==> run_1/power_grid.png <==
Pins as bars on the die edge. Tap cells in grey.
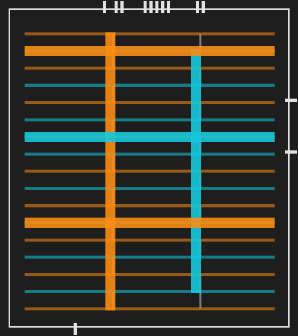
==> run_1/placement_by_type.png <==
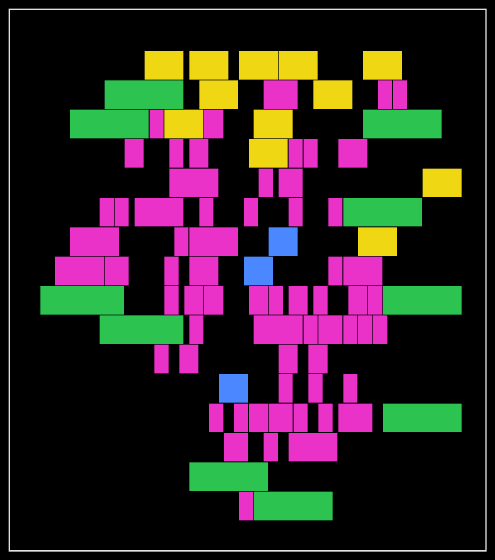
==> run_1/clk_routes.png <==
The bar under the picture is 10 um long.
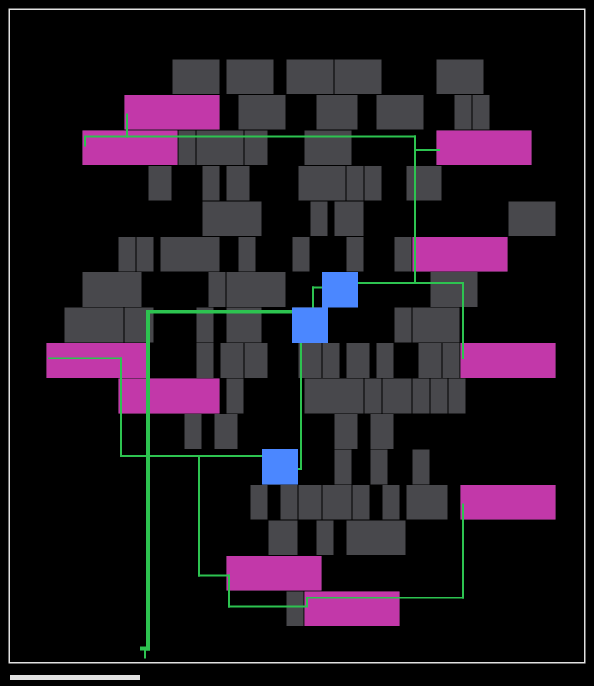
==> run_1/wires.png <==
The bar under the picture is 10 um long.
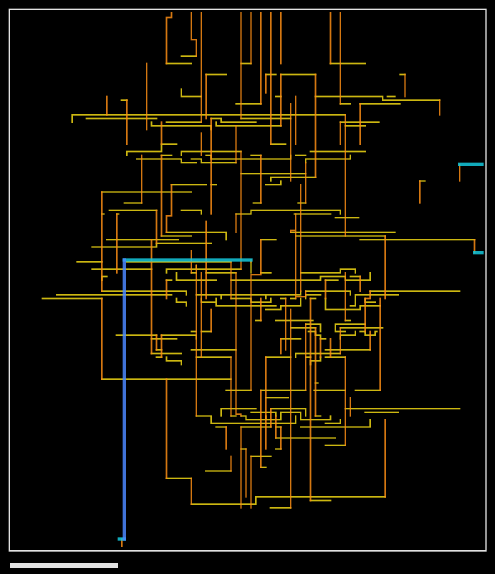
<file path="src/rtl/libhdl_ddr_tx_ctrl_if.sv">
// rtl/libhdl_ddr_tx_ctrl_if.sv - word stream interface feeding the DDR TX burst sequencer
interface libhdl_ddr_tx_ctrl_if #(
    parameter int N = 1
) ();
    logic [2*N-1:0] tdata;
    logic           tvalid;
    logic           tready;
    logic           tlast;

    modport master (output tdata, output tvalid, output tlast, input tready);
    modport slave  (input tdata, input tvalid, input tlast, output tready);
endinterface

</file>
<file path="src/rtl/libhdl_ddr_tx_ctrl.sv">
// rtl/libhdl_ddr_tx_ctrl.sv - PRE/DATA/POST burst sequencer for an N-lane SDR-to-DDR cell (option: LIBHDL_DDR_TX_CTRL_STATS_EN)
module libhdl_ddr_tx_ctrl #(
    parameter int N           = 1,
    parameter int PRE_CYCLES  = 1,
    parameter int POST_CYCLES = 1
) (
    input  logic                 i_ck,
    input  logic                 i_rst,
    libhdl_ddr_tx_ctrl_if.slave  s_axis,
    output logic [2*N-1:0]       o_ddr_d,
    output logic                 o_ddr_oe,
    output logic                 o_busy,
    output logic                 o_underrun,
    input  logic                 i_clr_err
`ifdef LIBHDL_DDR_TX_CTRL_STATS_EN
    ,
    output logic [15:0]          o_burst_cnt,
    output logic [31:0]          o_beat_cnt
`endif
);

    typedef enum logic [1:0] {
        ST_IDLE = 2'd0,
        ST_PRE  = 2'd1,
        ST_DATA = 2'd2,
        ST_POST = 2'd3
    } state_t;

    // Terminal counts; counter restarts at 0 on every phase entry so it never wraps.
    localparam logic [3:0]     PRE_LAST  = 4'(PRE_CYCLES - 1);
    localparam logic [3:0]     POST_LAST = 4'((POST_CYCLES > 0) ? (POST_CYCLES - 1) : 0);
    localparam logic [2*N-1:0] PRE_WORD  = {N{2'b10}};

    state_t         r_state;
    state_t         w_state_nxt;
    logic [3:0]     r_cnt;
    logic [3:0]     w_cnt_nxt;
    logic           w_ready;
    logic           w_hs;
    logic [2*N-1:0] w_ddr_d_nxt;
    logic           w_ddr_oe_nxt;
    logic           w_underrun_set;
    logic [2*N-1:0] r_ddr_d;
    logic           r_ddr_oe;
    logic           r_underrun;

    assign w_hs = s_axis.tvalid & w_ready;

    // State and phase counter register.
    always_ff @(posedge i_ck) begin
        if (i_rst) begin
            r_state <= ST_IDLE;
            r_cnt   <= 4'd0;
        end else begin
            r_state <= w_state_nxt;
            r_cnt   <= w_cnt_nxt;
        end
    end

    // Next-state and phase counter decode.
    always_comb begin
        w_state_nxt = r_state;
        w_cnt_nxt   = r_cnt;
        case (r_state)
            ST_IDLE: begin
                if (s_axis.tvalid) begin
                    w_state_nxt = ST_PRE;
                    w_cnt_nxt   = 4'd0;
                end
            end
            ST_PRE: begin
                if (r_cnt == PRE_LAST) begin
                    w_state_nxt = ST_DATA;
                    w_cnt_nxt   = 4'd0;
                end else begin
                    w_cnt_nxt = r_cnt + 4'd1;
                end
            end
            ST_DATA: begin
                if (w_hs && s_axis.tlast) begin
                    w_state_nxt = (POST_CYCLES == 0) ? ST_IDLE : ST_POST;
                    w_cnt_nxt   = 4'd0;
                end
            end
            ST_POST: begin
                if (r_cnt == POST_LAST) begin
                    w_state_nxt = ST_IDLE;
                    w_cnt_nxt   = 4'd0;
                end else begin
                    w_cnt_nxt = r_cnt + 4'd1;
                end
            end
            default: begin
                w_state_nxt = ST_IDLE;
                w_cnt_nxt   = 4'd0;
            end
        endcase
    end

    // Per-state output decisions; pad signals take effect one edge later.
    always_comb begin
        w_ready        = (r_state == ST_DATA);
        w_ddr_d_nxt    = '0;
        w_ddr_oe_nxt   = 1'b0;
        w_underrun_set = 1'b0;
        case (r_state)
            ST_PRE: begin
                w_ddr_d_nxt  = PRE_WORD;
                w_ddr_oe_nxt = 1'b1;
            end
            ST_DATA: begin
                w_ddr_oe_nxt = 1'b1;
                if (s_axis.tvalid) begin
                    w_ddr_d_nxt = s_axis.tdata;
                end else begin
                    w_underrun_set = 1'b1;
                end
            end
            ST_POST: begin
                w_ddr_oe_nxt = 1'b1;
            end
            default: begin
                w_ddr_oe_nxt = 1'b0;
            end
        endcase
    end

    // Registered D bus and output-enable toward the DDR cell; reset aborts without postamble.
    always_ff @(posedge i_ck) begin
        if (i_rst) begin
            r_ddr_d  <= '0;
            r_ddr_oe <= 1'b0;
        end else begin
            r_ddr_d  <= w_ddr_d_nxt;
            r_ddr_oe <= w_ddr_oe_nxt;
        end
    end

    // Sticky underrun flag; a new underrun beats a simultaneous clear.
    always_ff @(posedge i_ck) begin
        if (i_rst) begin
            r_underrun <= 1'b0;
        end else if (w_underrun_set) begin
            r_underrun <= 1'b1;
        end else if (i_clr_err) begin
            r_underrun <= 1'b0;
        end
    end

    assign s_axis.tready = w_ready;
    assign o_ddr_d       = r_ddr_d;
    assign o_ddr_oe      = r_ddr_oe;
    assign o_busy        = (r_state != ST_IDLE);
    assign o_underrun    = r_underrun;

`ifdef LIBHDL_DDR_TX_CTRL_STATS_EN
    logic [15:0] r_burst_cnt;
    logic [31:0] r_beat_cnt;

    // Free-running burst and beat statistics, wrapping naturally.
    always_ff @(posedge i_ck) begin
        if (i_rst) begin
            r_burst_cnt <= 16'd0;
            r_beat_cnt  <= 32'd0;
        end else begin
            if (r_state == ST_IDLE && s_axis.tvalid) begin
                r_burst_cnt <= r_burst_cnt + 16'd1;
            end
            if (w_hs) begin
                r_beat_cnt <= r_beat_cnt + 32'd1;
            end
        end
    end

    assign o_burst_cnt = r_burst_cnt;
    assign o_beat_cnt  = r_beat_cnt;
`endif

endmodule
</file>
<file path="src/flat_wrapper.sv">
// flat-port wrapper written by rule: the top's interface ports become plain ports
module libhdl_ddr_tx_ctrl_flat 
#(
    parameter int N           = 1,
    parameter int PRE_CYCLES  = 1,
    parameter int POST_CYCLES = 1
)
  (i_ck, i_rst, o_ddr_d, o_ddr_oe, o_busy, o_underrun, i_clr_err, s_axis_tdata, s_axis_tvalid, s_axis_tlast, s_axis_tready);
  libhdl_ddr_tx_ctrl_if #(.N(N)) s_axis_i ();
  input  logic i_ck;
  input  logic i_rst;
  output logic [2*N-1:0] o_ddr_d;
  output logic o_ddr_oe;
  output logic o_busy;
  output logic o_underrun;
  input  logic i_clr_err;
  input wire logic [$bits(s_axis_i.tdata)-1:0] s_axis_tdata;
  input wire logic [$bits(s_axis_i.tvalid)-1:0] s_axis_tvalid;
  input wire logic [$bits(s_axis_i.tlast)-1:0] s_axis_tlast;
  output wire logic [$bits(s_axis_i.tready)-1:0] s_axis_tready;
  assign s_axis_i.tdata = s_axis_tdata;
  assign s_axis_i.tvalid = s_axis_tvalid;
  assign s_axis_i.tlast = s_axis_tlast;
  assign s_axis_tready = s_axis_i.tready;
  libhdl_ddr_tx_ctrl #(.N(N), .PRE_CYCLES(PRE_CYCLES), .POST_CYCLES(POST_CYCLES)) u_core (.i_ck(i_ck), .i_rst(i_rst), .s_axis(s_axis_i), .o_ddr_d(o_ddr_d), .o_ddr_oe(o_ddr_oe), .o_busy(o_busy), .o_underrun(o_underrun), .i_clr_err(i_clr_err));
endmodule
</file>
<file path="config.mk">
export PLATFORM = sky130hd
export DESIGN_NAME = libhdl_ddr_tx_ctrl_flat
export DESIGN_NICKNAME = d
export VERILOG_FILES = /design/src/rtl/libhdl_ddr_tx_ctrl_if.sv /design/src/rtl/libhdl_ddr_tx_ctrl.sv /design/src/flat_wrapper.sv
export SDC_FILE = /design/constraint.sdc
export NUM_CORES = 1
export LEC_CHECK = 0
export ABC_AREA = 1
export CAP_MARGIN = 25
export CORE_AREA = 2 2 42 48
export CTS_CLUSTER_SIZE = 24
export DETAILED_ROUTE_END_ITERATION = 10
export DIE_AREA = 0 0 44 50
export PLACE_DENSITY = 0.53
export SYNTH_ARGS = -nofsm -noshare
export SYNTH_HDL_FRONTEND = slang
export SYNTH_SLANG_ARGS = --single-unit
</file>
<file path="constraint.sdc">
create_clock -name i_ck -period 2.1 [get_ports i_ck]
set_clock_uncertainty 0.2 [all_clocks]
set_input_delay 0.315 -clock i_ck [delete_from_list [all_inputs] [get_ports i_ck]]
set_output_delay 0.315 -clock i_ck [all_outputs]
set_load 0.005 [all_outputs]
</file>
==> results.py, run 1 <==
# Flow results
metrics = {
    "run_status": {
        "outcome": "finished clean",
    },
    "clock_tree": {
        "htreeDepth": 1,
    },
    "global_routing": {
        "grt_max_degree": 12,
        "met3_usage_pct": 3.30,
        "grt-ovfl-total": 0,
        "antenna_found_initial": 0,
        "grt_pass1_wl_um": 1760,
    },
    "worst_hold_path": {
        "hold_class": "reg2reg",
    },
    "yosys": {
        "xor_share_pct": 0,
        "top_area_cell": "dfxtp_1",
        "top_area_share_pct": 35.5,
        "top_logic_kind": "simple AND/OR/NAND/NOR gates",
        "ys_cells": 75,
        "yosys_warnings": 0,
        "async_reset_ff_share_pct": 0,
        "synth-edff-count": 0,
        "syn_nets": 89,
        "yosysMostFrequentCell": "nand2_1",
    },
    "power": {
        "power.density_mw_per_mm2": 1070,
        "seq_power_share_pct": 34.6,
        "design_power_total_w": 0.000771,
        "ir_worst_vdd_mv": 0.430,
    },
    "cells_and_area": {
        "logic_area_sq_um": 308,
        "final_cells": 107,
        "nNetsFinal": 105,
        "mostFrequentLayoutCell": "nand2_1",
        "n_fill_cell": 189,
        "final_util_pct": 41.9,
    },
    "timing": {
        "finalSetupViolations": 0,
        "rsz0062_at_grt": "false",
        "fmax_ghz": 0.498,
        "fin_ws_ns": 0.0937,
        "worst_hold_slack_ns": 0.292,
        "worstMarginPinSlew_ns": 0.431,
    },
    "floorplanning": {
        "fp-row-count": 16,
        "ios": 13,
    },
    "placement": {
        "pre_cts_ws_ns": 0.127,
        "dp_hpwl_um": 859,
        "port-buffer-count": 12,
        "routabilityCongestion": 0.764,
    },
    "run": {
        "warnings": 31,
        "drv_cap": 0,
    },
    "critical_path": {
        "rr_endpoint": "u_core.r_cnt[1]",
        "start_kind": "register",
    },
    "detailed_routing": {
        "drt_iter0_drc": 3,
        "dr.pass1.iters": 2,
        "vias": 471,
    },
}
## Picture notes: power_grid.png
colour	net
cyan	VDD
orange	VSS
met1 rails	17
met5 straps	3
rows	16

## Picture notes: placement_by_type.png
colour	class	cells
green	sequential cells	10
magenta	combinational and other logic	64
yellow	remaining buffers and delay cells	12
blue	clock drivers	3
Finished Cell Area: 721 sq um
fraction of area in registers: 28.1%

## Picture notes: clk_routes.png
[blue] clock drivers | count: 3
[magenta] flip-flops | count: 10
[green] clock wires | length: 179 um
flops lie	all over the die
routed clock nets	4
clock latency on the worst-skew pair: 0.26 ns
Clock net power: 0.000134 W
clock network power share: 17.4%

## Picture notes: wires.png
colour	layer	wire length
yellow	metal 1	578 um
orange	metal 2	490 um
cyan	metal 3	14.7 um
blue	metal 4	25.8 um

[run 1: how the worst max path moves through the flow]
stage | cells past startpoint | slack [ns] | start | end
6_report | 3 | 0.09 | u_core.r_state[0] | s_axis_tready
4_1_cts | 4 | 0.04 | u_core.r_state[0] | o_busy
2_1_floorplan | 9 | 0.60 | u_core.r_state[0] | u_core.r_cnt[2]
5_1_grt | 4 | 0.03 | u_core.r_state[0] | o_busy
3_5_place_dp | 6 | 0.13 | s_axis_tvalid | u_core.r_cnt[1]
3_3_place_gp | 6 | 0.16 | s_axis_tvalid | u_core.r_cnt[1]
[run 1: final cells by class]
class | instances | area share [%]
clock buffers | 3 | 3.13
inverters | 12 | 6.25
flip-flops and latches | 10 | 28.1
repair buffers | 12 | 16.7
well taps | 18 | 3.13
multi-input cells | 52 | 42.7
[run 1: routing by layer]
metal / up-vias / wire (um)
met5: - / 0
met4: 0 / 25
met3: 2 / 14
met2: 4 / 490
met1: 202 / 578
li1: 263 / -
[run 1: worst max-delay path, stage by stage (launching register included)]
cell             delay (ns)
dfxtp_2                0.34
inv_1                  0.10
ha_1                   0.25
clkdlybuf4s50_1        0.54
[run 1: power by group through the flow]
stage               combinational (W)  sequential [W]  clock [W]
floorplan                    0.000265        0.000262          0
global placement             0.000371        0.000267          0
detailed placement           0.000372        0.000269          0
CTS                          0.000374        0.000263   0.000140
global route                 0.000408        0.000273   0.000152
finish                       0.000370        0.000267   0.000134
[run 1: state kept, by name, indices dropped and copies added, names as in the netlist]
| name | flops |
|---|---|
| u_core.o_ddr_d | 2 |
| u_core.o_ddr_oe | 1 |
| u_core.o_underrun | 1 |
| u_core.r_cnt | 4 |
| u_core.r_state | 2 |
==> run 2: changes to the inputs <==
CELL_PAD_IN_SITES_DETAIL_PLACEMENT = 0   (was not set)
CELL_PAD_IN_SITES_GLOBAL_PLACEMENT = 1   (was not set)
CORE_AREA = 2 2 43 49   (was 2 2 42 48)
DIE_AREA = 0 0 45 51   (was 0 0 44 50)
PLACE_DENSITY = 0.68   (was 0.53)
clock period = 2.2 ns   (was 2.1 ns; I/O delays follow)
==> run 2 against run 1 <==
  * Largest power group unchanged
  * Die area up 4.3%
  * Design area down 0.17%
  * Flip-flop count unchanged
  * Synthesized cell count unchanged
  * Combinational power down 5%
  * First-iteration DRC count up 67%
  * Global-route usage up 0.26 points
  * Power down 5.1%
  * Area after synthesis unchanged
  * Register-to-register slack better by 0.04 ns
  * Critical endpoint is now o_busy
  * Core utilization down 3.4 points
  * Critical path depth up 1
==> results.py, run 2 <==
# Flow results
metrics = {
    "global_routing": {
        "grt_max_degree": 12,
        "met3_usage_pct": 3.18,
        "grt_busiest_layer": "met2",
        "grt_pass1_wl_um": 1860,
        "antenna_found_initial": 0,
    },
    "timing": {
        "fin_tns_setup_ns": 0,
        "rsz0062_at_grt": "false",
        "finalSetupViolations": 0,
        "worstMarginPinSlew_ns": 0.429,
        "fmax_ghz": 0.486,
        "worst_hold_slack_ns": 0.295,
    },
    "yosys": {
        "synth-edff-count": 0,
        "yosys_warnings": 0,
        "synthFlopType": "dfxtp_1",
        "top_area_cell": "dfxtp_1",
        "ys.flops": 10,
        "ys_cells": 75,
    },
    "cells_and_area": {
        "largest_register_ffs": 4,
        "mostFrequentLayoutCell": "nand2_1",
        "largest_register": "u_core.r_cnt",
        "final_cell_mix": "15 x nand2_1, 12 x clkdlybuf4s50_1, 11 x inv_1",
    },
    "detailed_routing": {
        "wl_met1_um": 547,
        "dr.pass1.iters": 5,
        "top_layer_used": "met3",
        "wl_met2_um": 507,
        "vias": 480,
        "drt_iter0_drc": 5,
    },
    "worst_hold_path": {
        "hold_class": "reg2reg",
    },
    "placement": {
        "port-buffer-count": 12,
        "routabilityCongestion": 0.768,
        "dp_hpwl_um": 849,
        "pre_cts_ws_ns": 0.231,
    },
    "run": {
        "warnings": 31,
        "drv_cap": 0,
    },
    "clock_tree": {
        "clk_latency_ns": 0.26,
        "htreeDepth": 1,
    },
    "run_status": {
        "outcome": "finished clean",
    },
    "floorplanning": {
        "fp-row-count": 17,
        "ios": 13,
    },
    "power": {
        "power.density_mw_per_mm2": 1020,
        "ir_worst_vdd_mv": 0.426,
    },
}
run 2: cell counts after synthesis:
Identical to the previous run, type by type.
run 2: worst max-delay path: stages, from the launching register on:
cell             delay [ns]
dfxtp_1                0.39
inv_1                  0.10
ha_1                   0.22
inv_1                  0.07
clkdlybuf4s50_1        0.49
run 2: final timing paths:
kind | cells past startpoint | to | slack, ns | from
worst max register to register | 8 | u_core.r_cnt[0] | 0.37 | u_core.r_state[0]
worst min register to register | 2 | u_core.r_cnt[3] | 0.29 | u_core.r_cnt[3]
worst min-delay path | 2 | u_core.r_cnt[3] | 0.29 | u_core.r_cnt[3]
worst max-delay path | 4 | o_busy | 0.14 | u_core.r_state[0]
run 2: report_power, final:
| group | switching [W] | leakage [nW] | total (W) | internal, W |
|---|---|---|---|---|
| Sequential | 0.0000314 | 0.0816 | 0.000251 | 0.000219 |
| Combinational | 0.000192 | 0.222 | 0.000353 | 0.000162 |
| Clock | 0.0000642 | 0.0138 | 0.000127 | 0.0000630 |
run 2: area by class of cell:
type                       instances  area (sq um)
multi-input combinational         52           308
tap                               19          23.8
sequential                        10           200
inverter                          12          45.0
clock buffer                       3          22.5
timing repair buffer              12           120
fill                             209          1150
run 2: logic make-up (layout without fill, tap and decap cells):
group,after synthesis,after routing,synth area share (%)
buffers and inverters,13,27,9.98
and+or+nand+nor,37,37,30.2
DFF,10,10,35.5
adders and majority gates,7,7,15.5
AOI/OAI and AO/OA,8,8,8.87
run 2: metrics by stage:
| step | cells | total power (W) | area (sq um) |
|---|---|---|---|
| final | 108 | 0.000731 | 719 |
| after global routing | 108 | 0.000807 | 719 |
| after CTS | 108 | 0.000743 | 719 |
| after detailed placement | 105 | 0.000613 | 697 |
| after global placement | 105 | 0.000614 | 697 |
| after floorplan | 75 | 0.000503 | 564 |
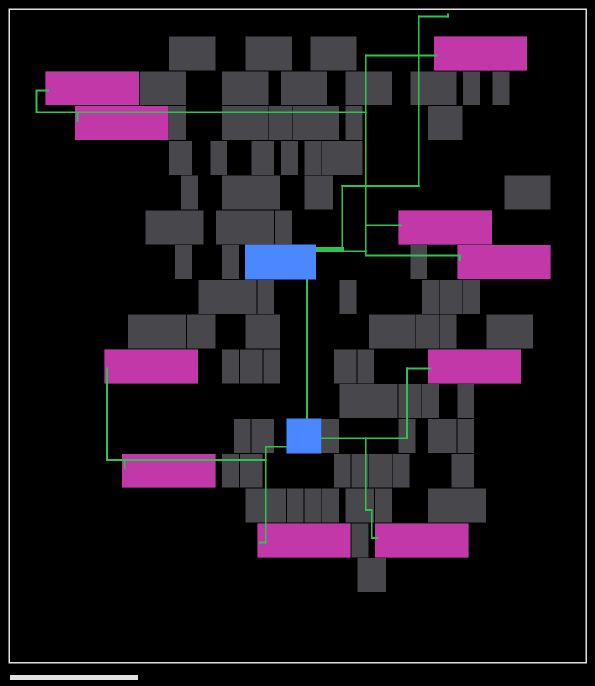
(run_2/clk_routes.png)
The bar under the picture is 10 um long.
[magenta] flip-flops | count: 10
[blue] clock drivers | count: 3
[green] clock wires | length: 170 um
routed clock nets	4
flops lie	all over the die
Clock net power: 0.000127 W

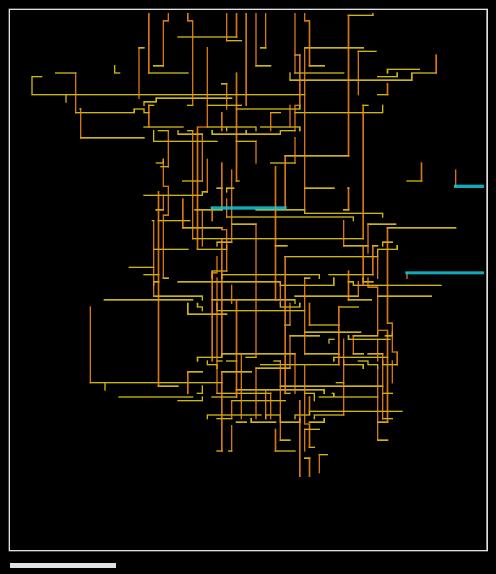
(run_2/wires.png)
The bar under the picture is 10 um long.
colour	layer	wire length
orange	metal 2	508 um
yellow	metal 1	547 um
cyan	metal 3	16.6 um

Power is estimated from default activity; no workload was simulated.
